**Metal 1**

The bar under the picture is 20 µm long. Supply wires on this layer in gray. Cells faint in the background.
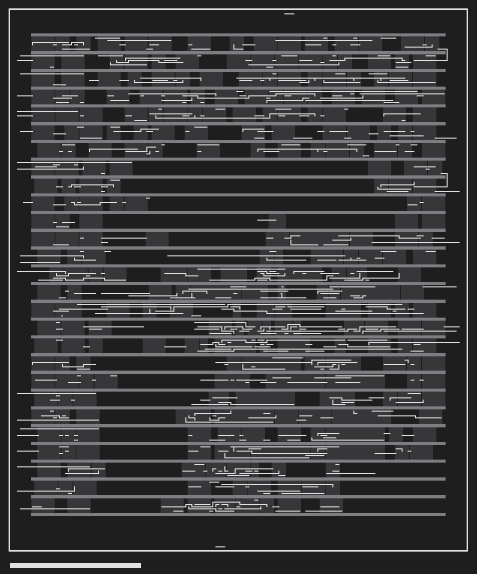
**Drive-strength map**

The bar under the picture is 20 µm long.
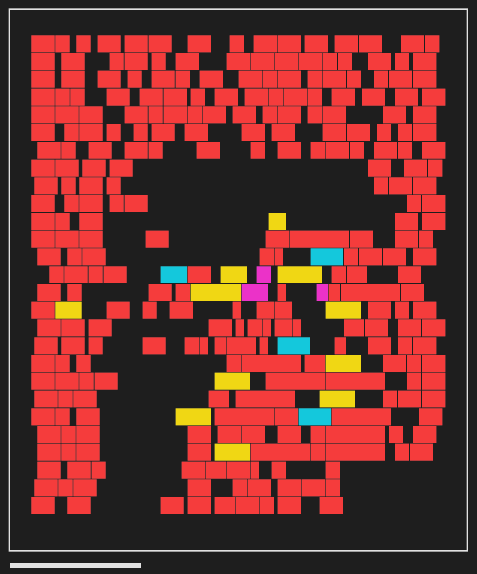
### config.mk
export PLATFORM = sky130hd
export DESIGN_NAME = ahb_dma_slv_if
export DESIGN_NICKNAME = d
export VERILOG_FILES = /design/src/rtl/ahb_dma_pkg.sv /design/src/rtl/ahb_dma_slv_if.sv
export SDC_FILE = /design/constraint.sdc
export NUM_CORES = 1
export LEC_CHECK = 0
export CORE_ASPECT_RATIO = 1.2
export CORE_MARGIN = 3
export CORE_UTILIZATION = 23
export DETAILED_ROUTE_END_ITERATION = 16
export HOLD_SLACK_MARGIN = 0.05
export PLACE_DENSITY = 0.95
export SETUP_SLACK_MARGIN = 0.2
export SLEW_MARGIN = 25
export SYNTH_ARGS = -nofsm -noshare
export SYNTH_HDL_FRONTEND = slang
export SYNTH_SLANG_ARGS = --single-unit
### constraint.sdc
create_clock -name clk -period 6 [get_ports clk]
set_clock_uncertainty 0.2 [all_clocks]
set_input_delay 0.6 -clock clk [delete_from_list [all_inputs] [get_ports clk]]
set_output_delay 0.6 -clock clk [all_outputs]
set_load 0.02 [all_outputs]
### src/rtl/ahb_dma_pkg.sv
// Shared AHB-Lite encodings and the slave-interface state type for the DMA
// controller's bus front-end.
package ahb_dma_pkg;

    localparam logic [1:0] HTRANS_IDLE   = 2'b00;
    localparam logic [1:0] HTRANS_BUSY   = 2'b01;
    localparam logic [1:0] HTRANS_NONSEQ = 2'b10;
    localparam logic [1:0] HTRANS_SEQ    = 2'b11;

    localparam logic HRESP_OKAY  = 1'b0;
    localparam logic HRESP_ERROR = 1'b1;

    localparam logic [2:0] HSIZE_WORD = 3'b010;

    typedef enum logic [2:0] {
        ST_IDLE,
        ST_WDATA,
        ST_RDATA,
        ST_RSTALL,
        ST_ERR1,
        ST_ERR2
    } dma_slv_state_t;

endpackage

### src/rtl/ahb_dma_slv_if.sv
// AHB-Lite slave front-end for the DMA register file: turns AHB address/data
// phases into a write strobe and a registered-read request, with ERROR replies.
module ahb_dma_slv_if
    import ahb_dma_pkg::*;
#(
    parameter int channel_number = 4
) (
    input  logic        clk,
    input  logic        rst,
    input  logic        HSEL,
    input  logic [31:0] HADDR,
    input  logic [1:0]  HTRANS,
    input  logic        HWRITE,
    input  logic [2:0]  HSIZE,
    input  logic [31:0] HWDATA,
    input  logic        HREADY,
    output logic        HREADYOUT,
    output logic        HRESP,
    output logic [31:0] HRDATA,
    output logic [7:0]  ahb_address,
    output logic [31:0] ahb_write_data,
    output logic        ahb_write_enable,
    output logic [7:0]  ahb_read_address,
    output logic        ahb_read_enable,
    input  logic [31:0] ahb_read_data
);

    localparam logic [4:0] MAX_BLOCK = 5'(channel_number);

    dma_slv_state_t state, next_state;
    logic [7:0]     cap_idx;
    logic           capture;
    logic [7:0]     idx;
    logic           acc;
    logic           can_accept;
    logic           new_phase;
    logic           legal;
    logic           unused_ok;

    assign idx        = HADDR[9:2];
    assign acc        = HSEL & HREADY & HTRANS[1];
    assign can_accept = (state == ST_IDLE) || (state == ST_WDATA) ||
                        (state == ST_RDATA) || (state == ST_ERR2);
    // Gated by rst so a held address phase cannot strobe while reset is asserted.
    assign new_phase  = acc & can_accept & rst;
    assign legal      = (HSIZE == HSIZE_WORD) && (HADDR[1:0] == 2'b00) &&
                        (idx[7:3] <= MAX_BLOCK);
    assign unused_ok  = &{1'b0, HADDR[31:10], HTRANS[0]};

    always_ff @(posedge clk or negedge rst) begin
        if (!rst) begin
            state   <= ST_IDLE;
            cap_idx <= 8'h00;
        end else begin
            state <= next_state;
            if (capture) begin
                cap_idx <= idx;
            end
        end
    end

    // A read arriving during WDATA is deferred one cycle so it sees the write.
    always_comb begin
        next_state       = state;
        capture          = 1'b0;
        ahb_read_enable  = 1'b0;
        ahb_read_address = 8'h00;
        unique case (state)
            ST_ERR1: begin
                next_state = ST_ERR2;
            end
            ST_RSTALL: begin
                next_state       = ST_RDATA;
                ahb_read_enable  = 1'b1;
                ahb_read_address = cap_idx;
            end
            default: begin
                if (new_phase) begin
                    if (!legal) begin
                        next_state = ST_ERR1;
                    end else if (HWRITE) begin
                        next_state = ST_WDATA;
                        capture    = 1'b1;
                    end else if (state == ST_WDATA) begin
                        next_state = ST_RSTALL;
                        capture    = 1'b1;
                    end else begin
                        next_state       = ST_RDATA;
                        ahb_read_enable  = 1'b1;
                        ahb_read_address = idx;
                    end
                end else begin
                    next_state = ST_IDLE;
                end
            end
        endcase
    end

    assign ahb_write_enable = (state == ST_WDATA);
    assign ahb_address      = (state == ST_WDATA) ? cap_idx : 8'h00;
    assign ahb_write_data   = (state == ST_WDATA) ? HWDATA : 32'h0;

    assign HREADYOUT = !((state == ST_RSTALL) || (state == ST_ERR1));
    assign HRESP     = ((state == ST_ERR1) || (state == ST_ERR2)) ? HRESP_ERROR : HRESP_OKAY;
    assign HRDATA    = (state == ST_RDATA) ? ahb_read_data : 32'h0;

endmodule
==> impl.org <==
#+TITLE: Physical design notes

** Status
- The flow ran to the end, and the final reports show no timing, DRC or antenna violations.

** Setup path
- CP Cell Sequence :: clkdlybuf4s50_1, nand4_1, or3_4, nor4_4, a22o_1, clkdlybuf4s50_1
- Data arrival time of the critical path :: 3220 ps
- Highest-delay cell along the critical path :: sky130_fd_sc_hd__clkdlybuf4s50_1
- Critical path endpoint category :: primary output
- Crit-path max FO :: 12
- Crit-path most repeated cell :: sky130_fd_sc_hd__clkdlybuf4s50_1
- Setup CP Type :: input pin to primary output

** Place
- Area of placed instances :: 0.002845 mm²
- Total half-perimeter wirelength after legalization and detailed placement :: 4282 µm

** Min path
- The min-delay analysis places its worst path in the category flop to flop.

** Layout
- The final report gives the standard cell area, fillers excluded, as 0.002892 mm².
- Measured on the finished design, the core utilization comes to 62.02%.
- The final antenna diode tally reported by the flow is 0.
- The flow measured a signed area growth from synthesis to layout of 156.5%.
- Leaving out filler cells and counting taps, the final layout contains 356.

** Floorplan
- Die W :: 69.91 µm
- Die Footprint :: 0.005781 mm²
- Vertical die dimension :: 82.69 µm
- Site row count :: 27

** Clocking
- At the later pin of the worst-skew pair, clock insertion delay measures 230 ps.
- Per the repair_timing log after CTS, setup buffers inserted total 0.
- Per the CTS log, the buffer count on the longest clock path is 2.
- The report lists the number of cells resized after CTS as 0.
- Clock sink count :: 11
- CTS tree :: done

** Power
- Leakage dissipation :: 1.172 nW

** STA
- Setup repair after global routing left no endpoint under its margin.
- Hold is met by 304.6 ps.
- The smallest clock period supported by the final layout is computed as 4023 ps.
- F_max :: 248.6 MHz
- Of the available clock period, the critical path in the final layout requires 67.04%.

** Global routing
- Antenna violations before repair :: 0
- Overall fraction of global-route tracks in use :: 15.47%

** Synth
- For this design, Yosys synthesis ends with a cell count of 135.
- Async set-reset flop share out of synthesis :: 100.0%
- Area of the synthesized netlist per yosys stat :: 0.001127 mm²
- Synth warn :: 0

** Route
- The routed design shows a via density per instance of 4.166.
- According to the report, the first pass of detailed routing completed in 3 iterations.

** Run
- Warnings raised by the tools during the run amount to 49.
About 'metal 1':
wire length on this layer: 1,880 µm
share of all routed wire: 38%

About 'drive-strength map':
legend:
  cyan:
    size: drive 6 and up
    cells: 4
    share: 1.3%
  yellow:
    size: drive 3 to 4
    cells: 11
    share: 3.7%
  red:
    size: drive 1 or less
    cells: 280
    share: 94%
  magenta:
    size: drive 2
    cells: 3
    share: 1.0%

-- worst paths after layout --
path                                         from                endpoint  slack [ps]  depth (start not counted)
min in group asynchronous                     rst  cap_idx[3]$_DFFE_PN0P_         510                          1
max in group asynchronous                     rst  cap_idx[0]$_DFFE_PN0P_        4750                          1
hold reg to reg            cap_idx[6]$_DFFE_PN0P_  cap_idx[6]$_DFFE_PN0P_         300                          1
setup reg to reg               state[2]$_DFF_PN0_  cap_idx[5]$_DFFE_PN0P_        3830                          3
setup / recovery                              rst     ahb_read_address[3]        1980                          6
hold / removal             cap_idx[6]$_DFFE_PN0P_  cap_idx[6]$_DFFE_PN0P_         300                          1
-- layer usage --
layer | vias up | track usage [%] | wire length [µm]
li1 | 766 | - | -
met1 | 621 | 17.42 | 1878
met2 | 94 | 28.07 | 2485
met3 | 2 | 4.964 | 522
met4 | 0 | 4.598 | 27
met5 | - | 0 | 0
-- power by group --
group,switching (mW),internal [mW],leakage [nW]
clock,0.0281,0.0456,0.0255
sequential,0.0105,0.0794,0.152
combinational,0.125,0.157,0.995
total,0.164,0.282,1.17
-- synthesized netlist by cell type, drive strengths merged (2+ instances only) --
| cell | n | area share (%) |
|---|---|---|
| and2 | 74 | 41 |
| dfrtp | 11 | 24 |
| clkbuf | 8 | 2.7 |
| mux2 | 7 | 9.0 |
| a22o | 6 | 4.7 |
| nor2 | 5 | 1.7 |
| nor2b | 3 | 1.7 |
| a21o | 2 | 1.3 |
| inv | 2 | 0.67 |
| nand2 | 2 | 0.67 |
| or2 | 2 | 1.1 |
-- stage by stage --
step | power, mW | worst slack [ps]
after floorplan | 0.2130 | 3166
after global placement | 0.3670 | 1953
after detailed placement | 0.3755 | 1900
final | 0.4455 | 1977
after CTS | 0.4508 | 1876
after global routing | 0.4718 | 1715
-- critical path, delay by kind of cell --
kind / cells / cell delay, ps
buffers and inverters: 2 / 1400
and+or+nand+nor: 3 / 1000
AOI/OAI and AO/OA: 1 / 210
-- cell type report --
cell class              count  area, µm²  share of cell area, %
flip-flops and latches     11      275.3                  9.520
clock inverters             1      5.005                 0.1731
multi-input cells         113      809.5                  28.00
inverters                   2      7.507                 0.2596
repair buffers            168       1680                  58.11
well taps                  58      72.57                  2.510
clock buffers               3      41.29                  1.428
-- cell families after synthesis --
group	synth area share, %
muxes	8.990
DFF	24.42
buffers and inverters	4.329
AOI/OAI and AO/OA	8.989
and+or+nand+nor	53.27
-- flip-flops by register name (all words and copies together) (netlist names) --
signal / flops
cap_idx: 8
state: 3
Power is estimated from default activity; no workload was simulated.
